### Sequential cells colored by netlist name

Bar = 20 um. Other sequential cells in the stronger gray, the rest of the logic in the fainter gray.
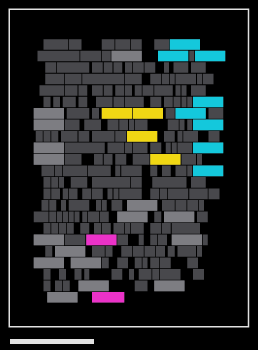
### Clock distribution

Bar = 20 um.
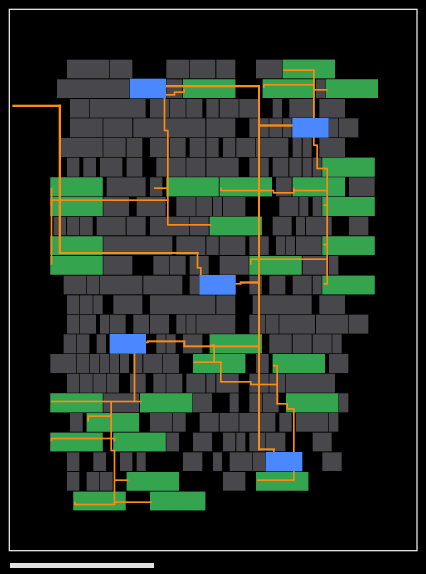
===== config.mk =====
export PLATFORM = sky130hd
export DESIGN_NAME = bus_transfer_sequencer
export DESIGN_NICKNAME = d
export VERILOG_FILES = /design/src/rtl/bus_transfer_sequencer.sv
export SDC_FILE = /design/constraint.sdc
export NUM_CORES = 1
export LEC_CHECK = 0
export CAP_MARGIN = 20
export CORE_ASPECT_RATIO = 1.4
export CORE_MARGIN = 5
export CORE_UTILIZATION = 56
export DETAILED_ROUTE_END_ITERATION = 16
export DONT_BUFFER_PORTS = 1
export PLACE_DENSITY = 0.74
export SLEW_MARGIN = 20
export SYNTH_ARGS = -nofsm -noshare
export SYNTH_HDL_FRONTEND = slang
export SYNTH_SLANG_ARGS = --single-unit

===== constraint.sdc =====
create_clock -name clock -period 1.6 [get_ports clock]
set_input_delay 0.4 -clock clock [delete_from_list [all_inputs] [get_ports clock]]
set_output_delay 0.4 -clock clock [all_outputs]
set_load 0.005 [all_outputs]

===== src/rtl/bus_transfer_sequencer.sv =====
// Sequences one {src,dst} register move at a time over a shared tri-state bus.
// Optional BUS_TURNAROUND_EN adds a one-cycle idle-bus TURN state after RELEASE.
module bus_transfer_sequencer #(
  parameter int unsigned NUM_REGS      = 8,
  parameter int unsigned SEL_WIDTH     = 4,
  parameter int unsigned SETTLE_CYCLES = 1
) (
  input  logic                 clock,
  input  logic                 reset,
  input  logic                 cmd_valid,
  output logic                 cmd_ready,
  input  logic [SEL_WIDTH-1:0] cmd_src,
  input  logic [SEL_WIDTH-1:0] cmd_dst,
  output logic [NUM_REGS-1:0]  reg_oe,
  output logic [NUM_REGS-1:0]  reg_notLoad,
  output logic                 ext_grant,
  output logic                 busy,
  output logic                 done,
  output logic                 err
);

  typedef enum logic [2:0] {
    StIdle,
    StDrive,
    StLoad,
    StRelease,
    StTurn
  } state_e;

  // A source index equal to NUM_REGS selects the external driver.
  localparam logic [SEL_WIDTH-1:0] ExtSel     = SEL_WIDTH'(NUM_REGS);
  localparam logic [NUM_REGS-1:0]  OneHotLsb  = NUM_REGS'(1);
  localparam logic [3:0]           SettleLoad = 4'(SETTLE_CYCLES - 1);

  state_e               state_q;
  logic [3:0]           settle_q;
  logic [SEL_WIDTH-1:0] dst_q;
  logic                 cmd_legal;

  assign cmd_legal = (cmd_dst < ExtSel) && (cmd_src <= ExtSel) && (cmd_src != cmd_dst);
  assign cmd_ready = (state_q == StIdle) && !reset;

  always_ff @(posedge clock) begin
    if (reset) begin
      state_q     <= StIdle;
      settle_q    <= 4'd0;
      dst_q       <= '0;
      reg_oe      <= '0;
      reg_notLoad <= '1;
      ext_grant   <= 1'b0;
      busy        <= 1'b0;
      done        <= 1'b0;
      err         <= 1'b0;
    end else begin
      done <= 1'b0;
      err  <= 1'b0;
      unique case (state_q)
        StIdle: begin
          if (cmd_valid) begin
            if (cmd_legal) begin
              dst_q    <= cmd_dst;
              settle_q <= SettleLoad;
              busy     <= 1'b1;
              state_q  <= StDrive;
              if (cmd_src == ExtSel) begin
                ext_grant <= 1'b1;
              end else begin
                reg_oe <= OneHotLsb << cmd_src;
              end
            end else begin
              err <= 1'b1;
            end
          end
        end
        StDrive: begin
          if (settle_q == 4'd0) begin
            reg_notLoad <= ~(OneHotLsb << dst_q);
            state_q     <= StLoad;
          end else begin
            settle_q <= settle_q - 4'd1;
          end
        end
        StLoad: begin
          // Destination captured on the edge ending LOAD; drop every strobe together.
          reg_oe      <= '0;
          ext_grant   <= 1'b0;
          reg_notLoad <= '1;
          done        <= 1'b1;
          state_q     <= StRelease;
        end
        StRelease: begin
`ifdef BUS_TURNAROUND_EN
          state_q <= StTurn;
`else
          busy    <= 1'b0;
          state_q <= StIdle;
`endif
        end
        StTurn: begin
          busy    <= 1'b0;
          state_q <= StIdle;
        end
        default: state_q <= StIdle;
      endcase
    end
  end

endmodule

==> results.tsv <==
stage	metric	value	unit
sta	Final setup violation count	0	
logic_synthesis	Top cells by area	dfxtp_1, mux2i_1, nand3_1	
worst_setup_path	Setup crit end kind	flip-flop	
floorplan	Core ar.	2878	um^2
route	final wirelength	4745	um
run	tool warnings	32	
global_routing	largest net degree at the start of global routing	24	
clock_network	root buffer cell	clkbuf_8	
run	max-cap violation count	0	
status	status	complete, no violations	
worst_setup_path	Startpoint Class	flip-flop	
sta	f_max	0.6336	GHz
placement	Cell Area, Placed	1921	um^2
route	WL/cell	17.84	um
logic_synthesis	number of nets at floorplan	214	
clock_network	CTS Buf Count	5	
global_routing	global-route wire length before repair	7203	um
clock_network	clock latency on the worst-skew pair	0.29	ns
floorplan	width of the chip	56.30	um
global_routing	Overall Global Routing Usage	0.2238	
placement	post-DP HPWL	3389	um
route	First-pass DRT Iterations	4	
logic_synthesis	Dominant cell area share	0.3574	
sta	Slew @ Worst Pin	0.4557	ns
route	Initial DRC Count	51	
floorplan	I/O pin count	32	
clock_network	Worst-path clk slew	0.06	ns
sta	Setup Skew	0.007132	ns
floorplan	floorplan core density	0.5839	
sta	period utilisation layout	0.9864	
clock_network	CTS sink cnt	30	
worst_setup_path	crit path kind	reg -> reg	
placement	gp weighted congestion	0.8467	
logic_synthesis	Synth Seq Share	0.3574	
route	vias	1627	
About 'Sequential cells colored by netlist name':
- cyan: reg_notLoad (flops 8)
- magenta: state_q (flops 2)
- yellow: dst_q (flops 4)

About 'Clock distribution':
- blue: clock drivers (count 5)
- orange: clock wires (length 392 um)
- green: flip-flops (count 30)
- routed clock nets: 6
Clk power: 0.644 mW
clock share of power: 0.304

[layout by cell type, fill, tap and decap left out, drive strengths merged]
cell	count
buf	35
dfxtp	30
nand2	19
nand3	16
nor2	14
a21oi	13
o21ai	10
mux2i	9
nand4	7
inv	7
clkbuf	6
nand2b	6
o31ai	6
ha	6
nor2b	5
nor3	5
a31oi	4
nor3b	4
xnor2	3
xor2	3
a311oi	3
o311ai	3
nor4	2
or3	2
or3b	1
a2bb2oi	1
o41ai	1
a32o	1
o211a	1
o22ai	1
a41oi	1
or4	1
o41a	1
clkinvlp	1
clkinv	1
[where the power goes]
part / internal, mW / switching (mW) / leakage, nW
Combinational: 0.334 / 0.339 / 0.545
Clock: 0.345 / 0.299 / 0.0472
Sequential: 0.775 / 0.0227 / 0.243
[layout make-up]
type                            count  area [um^2]
Multi-Input combinational cell    149         1144
Fill cell                         209        683.2
Sequential cell                    30        601.8
Timing Repair Buffer               35        281.5
Clock buffer                        6        82.58
Tap cell                           37        46.29
Inverter                            7        26.28
Clock inverter                      2        12.51
[kinds of logic (layout without fill, tap and decap cells)]
kind of cell             after synthesis  count (layout)  synth area share
multiplexers                           9               9           0.05585
AND-OR/OR-AND                         46              46            0.1958
XOR/XNOR                               6               6           0.04468
adder cells (fa/ha/maj)                6               6           0.04467
flip-flops                            30              30            0.3574
AND/OR/NAND/NOR                       82              82            0.2562
buffers and inverters                 18              50           0.04542
[critical path, stage by stage, from the launching register on]
cell      delay (ns)
dfxtp_2         0.36
inv_2           0.06
ha_4            0.18
nand2b_1        0.16
nor4_4          0.08
or4_1           0.52
a31oi_1         0.15
[per-stage QoR]
step                      TNS [ns]  utilization  hold slack [ns]  cells
after floorplan            -0.6235            -           0.4571    197
after global placement     -0.8137       0.6674           0.4689    251
after detailed placement    -1.977       0.6674           0.4729    251
after CTS                        0       0.7330           0.1634    264
after global routing      -0.05334       0.7626           0.1564    266
final                            0       0.7626           0.1736    266
[state kept, by name (all words and copies together) (netlist names)]
register / count
reg_notLoad: 8
reg_oe: 8
dst_q: 4
settle_q: 4
state_q: 2
busy: 1
done: 1
err: 1
ext_grant: 1
[per-layer routing]
metal  GRT usage  routed length [um]  part of all wire
met4      0.1214                 158             0.033
met1      0.1996                1656              0.35
met3     0.07890                 249             0.052
met5           0                   0                 0
met2      0.4382                2681              0.57
[final timing paths]
check	start	endpoint	slack (ns)	cells past startpoint
worst max-delay path	state_q[1]	settle_q[1]	0.02	6
worst min-delay path	reset	reg_oe[0]	0.17	1
worst max register to register	state_q[1]	settle_q[1]	0.02	6
worst min register to register	reg_oe[7]	reg_oe[7]	0.48	2
[what timing repair did]
item                       4_1_cts  5_1_grt
gates cloned                     0        0
pin swaps                        2        5
gates resized                   16       16
setup endpoints to repair       23       22
hold buffers                     0        0
buffers inserted                 5        2
Power figures rest on the tool's default switching activity, not on a simulated workload.
